## src/rtl/alu_seq_responder.sv

```systemverilog
// Slice-serial ALU responder: accepts (a, b, op) over valid/ready, processes SLICE bits
// per cycle and returns (z, ex, bad_op) NSL cycles after acceptance.
module alu_seq_responder #(
    parameter int WIDTH = 32,
    parameter int SLICE = 8
) (
    input  logic             clk,
    input  logic             rst,
    input  logic             req_valid,
    output logic             req_ready,
    input  logic [WIDTH-1:0] req_a,
    input  logic [WIDTH-1:0] req_b,
    input  logic [2:0]       req_op,
    output logic             rsp_valid,
    input  logic             rsp_ready,
    output logic [WIDTH-1:0] z,
    output logic             ex,
    output logic             bad_op
);
    localparam int NSL = WIDTH / SLICE;
    localparam int CW  = (NSL > 1) ? $clog2(NSL) : 1;

    localparam logic [2:0] OP_AND = 3'b000;
    localparam logic [2:0] OP_OR  = 3'b001;
    localparam logic [2:0] OP_ADD = 3'b010;
    localparam logic [2:0] OP_SUB = 3'b110;
    localparam logic [2:0] OP_SLT = 3'b111;

    typedef enum logic [1:0] {IDLE, BUSY, DONE} state_t;

    state_t                        state_q, state_d;
    logic [WIDTH-1:0]              a_q, a_d;
    logic [WIDTH-1:0]              b_q, b_d;
    logic [2:0]                    op_q, op_d;
    logic [CW-1:0]                 cnt_q, cnt_d;
    logic                          carry_q, carry_d;
    logic [NSL-1:0][SLICE-1:0]     res_q, res_d;
    logic [WIDTH-1:0]              z_q, z_d;
    logic                          ex_q, ex_d;
    logic                          bad_q, bad_d;

    logic [SLICE-1:0] a_sl [NSL];
    logic [SLICE-1:0] b_sl [NSL];
    logic [SLICE-1:0] sa, sb, slice_res;
    logic [SLICE:0]   sum;
    logic [WIDTH-1:0] merged;
    logic             legal, ovf, lt;

    // Full-width view of the result with the slice being finished this cycle spliced in.
    generate
        for (genvar gi = 0; gi < NSL; gi++) begin : g_slice
            assign a_sl[gi] = a_q[gi*SLICE +: SLICE];
            assign b_sl[gi] = b_q[gi*SLICE +: SLICE];
            assign merged[gi*SLICE +: SLICE] = (cnt_q == CW'(gi)) ? slice_res : res_q[gi];
        end
    endgenerate

    assign sa    = a_sl[cnt_q];
    assign sb    = b_sl[cnt_q];
    assign sum   = {1'b0, sa} + {1'b0, sb} + {{SLICE{1'b0}}, carry_q};
    assign legal = (op_q == OP_AND) || (op_q == OP_OR) || (op_q == OP_ADD) ||
                   (op_q == OP_SUB) || (op_q == OP_SLT);

    always_comb begin
        case (op_q)
            OP_AND:  slice_res = sa & sb;
            OP_OR:   slice_res = sa | sb;
            default: slice_res = sum[SLICE-1:0];
        endcase
    end

    // b_q holds ~b for slt, so the original signs differ exactly when a and b_q MSBs match.
    assign ovf = (a_q[WIDTH-1] == b_q[WIDTH-1]) && (merged[WIDTH-1] != a_q[WIDTH-1]);
    assign lt  = merged[WIDTH-1] ^ ovf;

    always_comb begin
        state_d = state_q;
        a_d     = a_q;
        b_d     = b_q;
        op_d    = op_q;
        cnt_d   = cnt_q;
        carry_d = carry_q;
        res_d   = res_q;
        z_d     = z_q;
        ex_d    = ex_q;
        bad_d   = bad_q;
        case (state_q)
            IDLE: begin
                if (req_valid) begin
                    a_d     = req_a;
                    op_d    = req_op;
                    carry_d = (req_op == OP_SUB) || (req_op == OP_SLT);
                    b_d     = carry_d ? ~req_b : req_b;
                    cnt_d   = '0;
                    state_d = BUSY;
                end
            end
            BUSY: begin
                if (legal) begin
                    res_d[cnt_q] = slice_res;
                    carry_d      = sum[SLICE];
                end
                cnt_d = cnt_q + 1'b1;
                if (cnt_q == CW'(NSL - 1)) begin
                    state_d = DONE;
                    if (!legal) begin
                        z_d = '0;
                    end else if (op_q == OP_SLT) begin
                        z_d = {{(WIDTH-1){1'b0}}, lt};
                    end else begin
                        z_d = merged;
                    end
                    ex_d  = (z_d == '0);
                    bad_d = !legal;
                end
            end
            DONE: begin
                if (rsp_ready) state_d = IDLE;
            end
            default: state_d = IDLE;
        endcase
    end

    always_ff @(posedge clk or posedge rst) begin
        if (rst) begin
            state_q <= IDLE;
            a_q     <= '0;
            b_q     <= '0;
            op_q    <= '0;
            cnt_q   <= '0;
            carry_q <= 1'b0;
            res_q   <= '0;
            z_q     <= '0;
            ex_q    <= 1'b0;
            bad_q   <= 1'b0;
        end else begin
            state_q <= state_d;
            a_q     <= a_d;
            b_q     <= b_d;
            op_q    <= op_d;
            cnt_q   <= cnt_d;
            carry_q <= carry_d;
            res_q   <= res_d;
            z_q     <= z_d;
            ex_q    <= ex_d;
            bad_q   <= bad_d;
        end
    end

    assign req_ready = (state_q == IDLE);
    assign rsp_valid = (state_q == DONE);
    assign z         = z_q;
    assign ex        = ex_q;
    assign bad_op    = bad_q;
endmodule
```

## config.mk

```make
export PLATFORM = sky130hd
export DESIGN_NAME = alu_seq_responder
export DESIGN_NICKNAME = d
export VERILOG_FILES = /design/src/rtl/alu_seq_responder.sv
export SDC_FILE = /design/constraint.sdc
export NUM_CORES = 1
export LEC_CHECK = 0
export ABC_AREA = 0
export CAP_MARGIN = 10
export CORE_MARGIN = 2
export CORE_UTILIZATION = 35
export DETAILED_ROUTE_END_ITERATION = 8
export DONT_BUFFER_PORTS = 1
export SYNTH_ARGS = -nofsm -noshare
export SYNTH_HDL_FRONTEND = slang
export SYNTH_SLANG_ARGS = --single-unit
export TNS_END_PERCENT = 5
```

## constraint.sdc

```tcl
create_clock -name clk -period 11.15 [get_ports clk]
set_clock_uncertainty 0.05 [all_clocks]
set_input_delay 2.23 -clock clk [delete_from_list [all_inputs] [get_ports clk]]
set_output_delay 2.23 -clock clk [all_outputs]
set_load 0.02 [all_outputs]
```

run_1/port_nets.png
Scale bar: 50 µm.
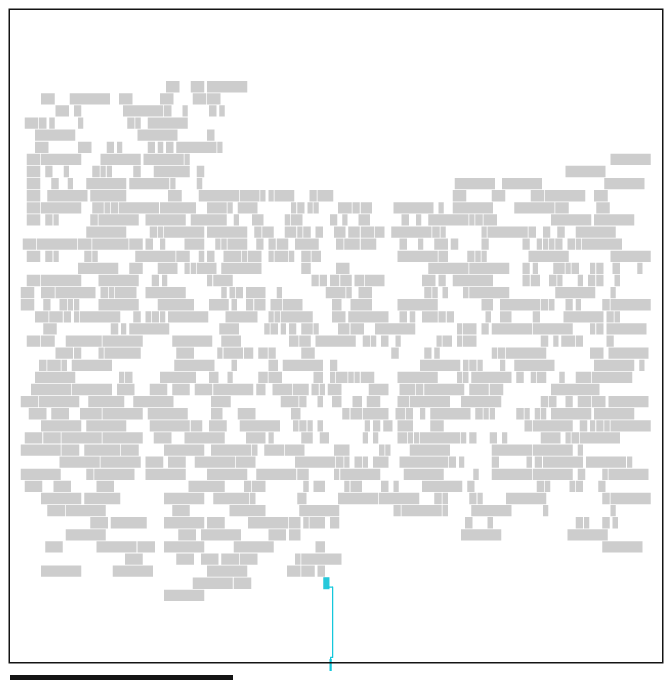
- rsp_valid: cyan (bits 1; direction output; edge south; end cells 1; buffers 0; wire 18.1 µm)
number of I/O pins: 107
tally of buffers added on design ports: 0

run_1/pdn.png
Scale bar: 50 µm. Pins as bars on the die edge. Tap cells in gray.
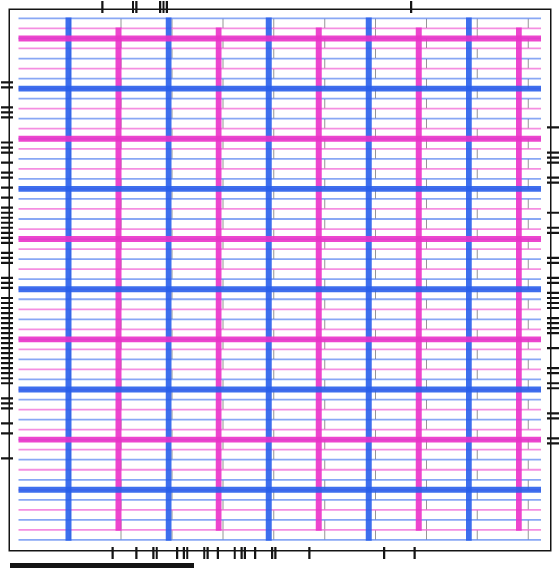
- VDD: magenta
- VSS: blue
- tap cells: 270
- met4 straps: 10
- met5 straps: 10
Core ar.: 20040 µm²
horizontal extent of the die: 146.4 µm

==> PnR_summary.wiki, run 1 <==
== Flow metrics ==
{| class="wikitable"
! Metric !! Value
|-
| Floorplan net count || 775
|-
| Worst slack at placement || 7.121 ns
|-
| Biggest cell category by area in the final layout || sequential cells
|-
| Worst relative slew slack || 31.08%
|-
| Cell types with the largest area share after synthesis || sky130_fd_sc_hd__dfrtp_1 49%, sky130_fd_sc_hd__mux2_2 5.7%, sky130_fd_sc_hd__mux4_2 5.1%
|-
| Non-clock buffer share || 0.3812%
|-
| Number of max-cap violations || 0
|-
| Detailed placer's ending HPWL || 11900 µm
|-
| Clock buffer depth || 2
|-
| Global Route Usage Sum || 16.31%
|-
| Post-synth top cells || 138 x sky130_fd_sc_hd__dfrtp_1, 70 x sky130_fd_sc_hd__nor2_1, 67 x sky130_fd_sc_hd__nand2_1
|-
| Total number of warnings across the stage logs || 41
|-
| Register-to-register setup slack || 7.11 ns
|-
| Comb/total area || 42.49%
|-
| Highest cell delay on the worst timing path || 0.61 ns
|-
| Number of global-route vias before repair || 4734
|-
| Clock Tree Root || sky130_fd_sc_hd__clkbuf_16
|-
| Most common cell after layout, fill and taps aside || sky130_fd_sc_hd__dfrtp_1
|-
| Clock buffer count || 19
|-
| Crit path cell chain || buf_4 > mux4_2 > fa_1 > a211oi_1 > or2_1 > mux2i_1 > and3_1 > a31oi_1 > o41ai_2 > a32o_1
|-
| Number of setup buffers added after CTS || 0
|-
| Maximum clock frequency || 0.2477 GHz
|-
| Nonclk inv count || 28
|-
| Adders+Majority by Area || 4.088%
|-
| Number of non-clock buffers in the layout || 4
|-
| H-tree level count || 4
|-
| Unrepaired setup endpoints after global routing || no
|-
| Area leader, netlist || sky130_fd_sc_hd__dfrtp_1
|-
| Post-route setup slack || 7.113 ns
|-
| DR WL met3 || 1431 µm
|-
| Placed Area || 7278 µm²
|-
| Seq/Total Area, Yosys || 48.63%
|-
| Placer's final routability congestion estimate || 0.8604
|-
| Netlist area before placement || 7101 µm²
|-
| Via count || 4835
|-
| Portion of synthesized cell area occupied by the leading cell type || 48.63%
|-
| Count of cells resized by post-cts repair || 0
|-
| Most used flip-flop cell || sky130_fd_sc_hd__dfrtp_1
|-
| Sequential cell area || 3453 µm²
|-
| GR Overflow Total || 0
|-
| Met2 wire length || 7526 µm
|-
| Fraction of standard cell area that is sequential || 43.84%
|-
| Average cell area after synthesis || 10.41 µm²
|-
| Final hold slack || 0.4233 ns
|-
| Layout net count || 756
|-
| Cell with the most instances after synthesis || sky130_fd_sc_hd__dfrtp_1
|-
| Antenna cells || 2
|-
| Buffers and inverters on the worst path || 1
|-
| Dominant kind of combinational cell || AND-OR/OR-AND gates
|-
| Multi-input comb cells || 474
|-
| Clock tree from TritonCTS || yes
|-
| Worst Path Max Fanout || 12
|-
| Count of routing violations after the opening detailed-route iteration || 333
|-
| Number of failing setup endpoints in the final timing report || 0
|-
| Filler cell count || 2013
|-
| Flip-flop and latch count after synthesis || 138
|-
| Simple-gate area share of the yosys netlist || 11.74%
|-
| Filler-free cell count of the finished design || 948
|-
| Library cell contributing the largest single delay on the critical path || sky130_fd_sc_hd__dfrtp_1
|-
| Startpoint kind of the worst setup timing path || flip-flop
|-
| Shortest period the worst path allows || 4.037 ns
|-
| Total wirelength of the detailed-routed design || 16780 µm
|-
| Number of nets with antenna violations after detailed routing || 0
|-
| Type of the most critical hold path || reg2reg
|-
| Clock tree sinks || 138
|-
| Clk tree area frac || 7.544%
|-
| Max-slew violation total from the final report || 0
|-
| Num CTS Buffers || 17
|-
| Combinational cell area excluding buffers and inverters || 3347 µm²
|-
| Maximum number of pins on one net before global-route repair || 101
|-
| Global-route wire length before repair || 27230 µm
|-
| Signed area change from the synthesized netlist to the final layout || 10.94%
|-
| Outcome || complete, no violations
|-
| Yosys xor share || 4.317%
|-
| Cell family contributing the most delay on the critical path || AND-OR/OR-AND gates
|-
| Worst-path clk slew || 0.06 ns
|-
| Start-to-end type of the worst setup path || reg2reg
|-
| Setup TNS || 0 ns
|-
| M1 wire length || 7671 µm
|-
| Fraction of the cycle the final worst path needs || 36.20%
|-
| Worst setup EP type || flip-flop
|-
| Post-detailed-route wirelength per cell || 17.70 µm
|-
| Count of TritonRoute iterations in the first routing pass || 4
|-
| Slew at the pin closest to its max-slew limit || 1.034 ns
|-
| DRC viols || 0
|-
| Initial antenna violation count || 3
|-
| Ratio of cells with drive above 1 in the final layout || 16.12%
|-
| Count of final hold-check violations || 0
|-
| Synth async-reset ratio || 100.0%
|-
| Worst endpoint required time || 11.46 ns
|-
| Chip area || 21440 µm²
|-
| Instance tally after logic synthesis || 682
|-
| Ys Warns || 0
|-
| Yosys cell count || 682
|-
| Drt via density || 5.100
|-
| Mux contribution to synthesized area || 11.68%
|-
| AO/OA Area Share || 15.24%
|-
| Highest routing layer actually used || met5
|-
| Clk_lat worst skew || 0.43 ns
|-
| Init Core Util || 35.43%
|-
| Data arrival at the endpoint of the critical path || 4.35 ns
|-
| Cell variety after synth || 65
|-
| Most instantiated logic cells after routing || 138 x sky130_fd_sc_hd__dfrtp_1, 70 x sky130_fd_sc_hd__nor2_1, 66 x sky130_fd_sc_hd__nand2_1
|-
| Hold-fix buffers, CTS || 0
|-
| Design Area, Final || 7878 µm²
|-
| Post-placement cell count || 914
|-
| Post-synth EDFFs || 0
|}
run_1/final_placement.png
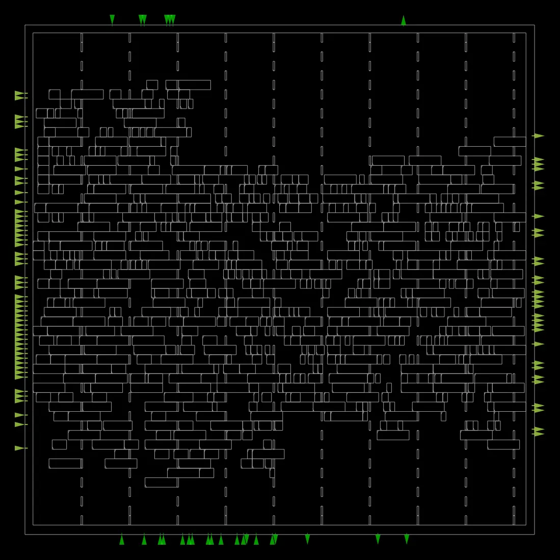
row count: 52
Util after Layout: 39.31%
flip-flops: 138
total number of tap cells: 270

[run 1: flip-flops by register name, summed over array words and instances (netlist names)]
signal,cells
cnt_q,2
res_q,32
carry_q,1
z,32
state_q,2
a_q,32
b_q,32
bad_op,1
op_q,3
ex,1
[run 1: routing by layer]
metal	GRT usage, %	up-vias
met5	0	-
met4	4.806	2
met3	6.500	12
met2	23.51	143
met1	22.70	2312
li1	-	2366
[run 1: worst paths after layout]
path,start,end,cells past startpoint
max in group asynchronous,rst,b_q[17],2
min in group asynchronous,rst,state_q[1],1
setup reg to reg,cnt_q[0],ex,10
hold reg to reg,res_q[12],res_q[12],2
hold / removal,res_q[12],res_q[12],2
setup / recovery,cnt_q[0],ex,10
==> inputs of run 2 (changes only) <==
- clock period: 11.15 -> 3.85 ns (I/O delays scaled with it)
run_2/port_nets.png
Scale bar: 50 µm.
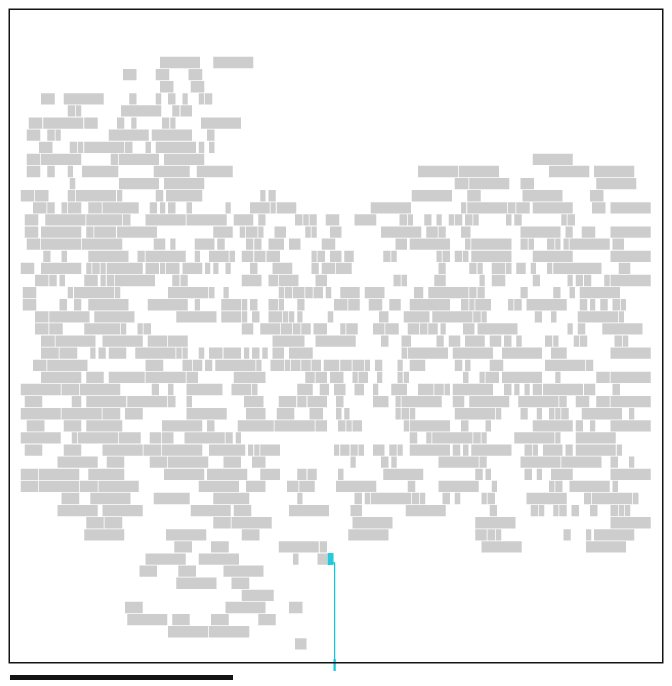
- rsp_valid: cyan (bits 1; direction output; edge south; end cells 1; buffers 0; wire 22.6 µm)

==> run 2 against run 1 <==
  * Die area stayed put
  * Critical path depth rose by 2
  * Sequential share of layout area is 0.35 points lower
  * Count of clock-buffer cells in the layout up 5
  * Synthesized area did not move
  * Setup slack lost 6.8 ns
  * Non-clock buffer count grew 13
  * Largest cell class unchanged
  * Highest routed layer is now met4
==> PnR_summary.wiki, run 2 <==
== Flow metrics ==
{| class="wikitable"
! Metric !! Value
|-
| Layout net count || 769 (+1.7%)
|-
| Placed Area || 7387 µm² (+1.5%)
|-
| CP Capture Point || ex
|-
| Simple-gate area share of the yosys netlist || 11.74% (unchanged)
|-
| Global Route Usage Sum || 16.59% (+0.28 points)
|-
| Cell with the most instances after synthesis || sky130_fd_sc_hd__dfrtp_1
|-
| Drt via density || 5.106 (+0.12%)
|-
| Dominant kind of combinational cell || AND-OR/OR-AND gates
|-
| Number of max-cap violations || 0 (unchanged)
|-
| Final hold slack || 0.2319 ns (-0.1914 ns)
|-
| WP depth || 12 (+2)
|-
| Endpoint of the worst register-to-register path || ex
|-
| GR Overflow Total || 0 (unchanged)
|-
| Buffers and inverters on the worst path || 2 (+1)
|-
| Area leader, netlist || sky130_fd_sc_hd__dfrtp_1
|-
| Mux contribution to synthesized area || 11.68% (unchanged)
|-
| Row count || 52 (unchanged)
|-
| Via count || 4892 (+1.2%)
|-
| Critical path launch point || cnt_q[0]
|-
| Cell variety after synth || 65 (unchanged)
|-
| Global-route wire length before repair || 27630 µm (+1.4%)
|-
| Most instantiated logic cells after routing || 138 x sky130_fd_sc_hd__dfrtp_1, 70 x sky130_fd_sc_hd__nor2_1, 66 x sky130_fd_sc_hd__nand2_1
|-
| Type of the most critical hold path || in2async
|-
| H-tree level count || 4 (unchanged)
|-
| Chip area || 21440 µm² (unchanged)
|-
| Fraction of the cycle the final worst path needs || 90.96% (+55 points)
|-
| Horizontal extent of the die || 146.4 µm (unchanged)
|-
| Clock buffer depth || 2 (unchanged)
|-
| Count of TritonRoute iterations in the first routing pass || 4 (unchanged)
|-
| Clock tree from TritonCTS || yes
|-
| Num CTS Buffers || 17 (unchanged)
|-
| Post-route setup slack || 0.3482 ns (-6.765 ns)
|-
| Design Area, Final || 7940 µm² (+0.79%)
|-
| Post-detailed-route wirelength per cell || 17.78 µm (+0.46%)
|-
| Most common cell after layout, fill and taps aside || sky130_fd_sc_hd__dfrtp_1
|-
| Ratio of cells with drive above 1 in the final layout || 17.01% (+0.88 points)
|-
| Number of failing setup endpoints in the final timing report || 0 (unchanged)
|-
| Init Core Util || 35.43% (unchanged)
|-
| Average cell area after synthesis || 10.41 µm² (unchanged)
|-
| Worst slack at placement || 0.2997 ns (-6.822 ns)
|-
| Reg2Reg Launch Point || cnt_q[0]
|-
| Initial antenna violation count || 0 (-3)
|-
| Adders+Majority by Area || 4.088% (unchanged)
|-
| Data arrival at the endpoint of the critical path || 3.80 ns (-0.55 ns)
|-
| Setup TNS || 0 ns (unchanged)
|-
| Slew at the pin closest to its max-slew limit || 0.8923 ns (-0.1414 ns)
|-
| Instance tally after logic synthesis || 682 (unchanged)
|-
| Hold-fix buffers, CTS || 0 (unchanged)
|-
| Synth async-reset ratio || 100.0% (unchanged)
|-
| Max-slew violation total from the final report || 0 (unchanged)
|-
| Number of global-route vias before repair || 4914 (+3.8%)
|-
| Post-placement cell count || 927 (+1.4%)
|-
| AO/OA Area Share || 15.24% (unchanged)
|-
| Most used flip-flop cell || sky130_fd_sc_hd__dfrtp_1
|-
| Worst Path Max Fanout || 9 (-3)
|-
| Signed area change from the synthesized netlist to the final layout || 11.82%
|-
| Cell types with the largest area share after synthesis || sky130_fd_sc_hd__dfrtp_1 49%, sky130_fd_sc_hd__mux2_2 5.7%, sky130_fd_sc_hd__mux4_2 5.1%
|-
| Total wirelength of the detailed-routed design || 17030 µm (+1.5%)
|-
| Number of setup buffers added after CTS || 0 (unchanged)
|-
| Portion of synthesized cell area occupied by the leading cell type || 48.63% (unchanged)
|-
| Crit path cell chain || buf_4 > mux4_2 > fa_1 > inv_1 > fa_1 > xor2_1 > nor2_1 > a211oi_2 > o2111ai_1 > or4_1 > o41ai_2 > a32o_1
|-
| Seq/Total Area, Yosys || 48.63% (unchanged)
|-
| Yosys xor share || 4.317% (unchanged)
|-
| Clk_lat worst skew || 0.42 ns (about the same)
|-
| Clock Tree Root || sky130_fd_sc_hd__clkbuf_16
|-
| Ys Warns || 0 (unchanged)
|-
| Number of nets with antenna violations after detailed routing || 0 (unchanged)
|-
| Unrepaired setup endpoints after global routing || no
|-
| Worst setup EP type || flip-flop
|-
| Yosys cell count || 682 (unchanged)
|-
| Startpoint kind of the worst setup timing path || flip-flop
|-
| Start-to-end type of the worst setup path || reg2reg
|-
| Maximum clock frequency || 0.2856 GHz (+15%)
|-
| Worst-path clk slew || 0.06 ns (about the same)
|-
| Core ar. || 20040 µm² (unchanged)
|-
| Count of cells resized by post-cts repair || 0 (unchanged)
|-
| Register-to-register setup slack || 0.35 ns (-6.77 ns)
|-
| R2R cell count || 12 (+2)
|-
| Detailed placer's ending HPWL || 12560 µm (+5.6%)
|-
| Worst relative slew slack || 40.30% (+9.2 points)
|-
| Antenna cells || 0 (-2)
|-
| Clock tree sinks || 138 (unchanged)
|-
| Highest cell delay on the worst timing path || 0.51 ns (-0.10 ns)
|-
| Filler-free cell count of the finished design || 958 (+1.1%)
|-
| Netlist area before placement || 7101 µm² (unchanged)
|-
| Count of routing violations after the opening detailed-route iteration || 309 (-7.2%)
|-
| Floorplan net count || 775 (unchanged)
|-
| Library cell contributing the largest single delay on the critical path || sky130_fd_sc_hd__or4_1
|-
| Total number of warnings across the stage logs || 39 (-4.9%)
|-
| Count of final hold-check violations || 0 (unchanged)
|-
| Shortest period the worst path allows || 3.502 ns (-0.5347 ns)
|-
| Post-synth EDFFs || 0 (unchanged)
|-
| DRC viols || 0 (unchanged)
|-
| Tally of buffers added on design ports || 0 (unchanged)
|-
| Placer's final routability congestion estimate || 0.8520 (-0.98%)
|-
| Number of I/O pins || 107 (unchanged)
|-
| Worst endpoint required time || 4.15 ns (-7.31 ns)
|-
| Flip-flop and latch count after synthesis || 138 (unchanged)
|-
| Post-synth top cells || 138 x sky130_fd_sc_hd__dfrtp_1, 70 x sky130_fd_sc_hd__nor2_1, 67 x sky130_fd_sc_hd__nand2_1
|-
| Cell family contributing the most delay on the critical path || AND-OR/OR-AND gates
|-
| Maximum number of pins on one net before global-route repair || 79 (-22%)
|-
| Outcome || complete, no violations
|}
run_2/final_placement.png
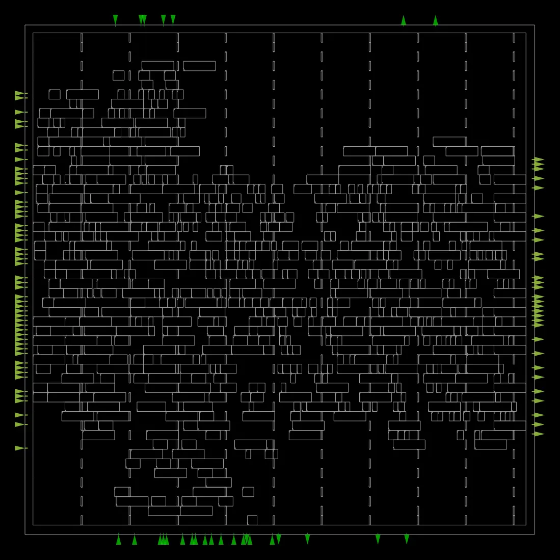
Util after Layout: 39.62%
fraction of standard cell area that is sequential: 43.49%

-- run 2: layout make-up --
cell class | instances | area (µm²)
fillers | 2024 | 12100
repair buffers | 17 | 143.9
clock buffers | 24 | 481.7
flip-flops and latches | 138 | 3453
inverters | 28 | 108.9
well taps | 270 | 337.8
clock inverters | 7 | 67.56
multi-input cells | 474 | 3347
-- run 2: metal layers --
metal	track usage [%]	share of wire, %	vias up	wire, µm
li1	-	-	2373	-
met4	5.728	1.9	0	332
met1	22.53	46	2352	7867
met2	24.62	45	146	7599
met3	6.031	7.3	21	1235
met5	0	0	-	0
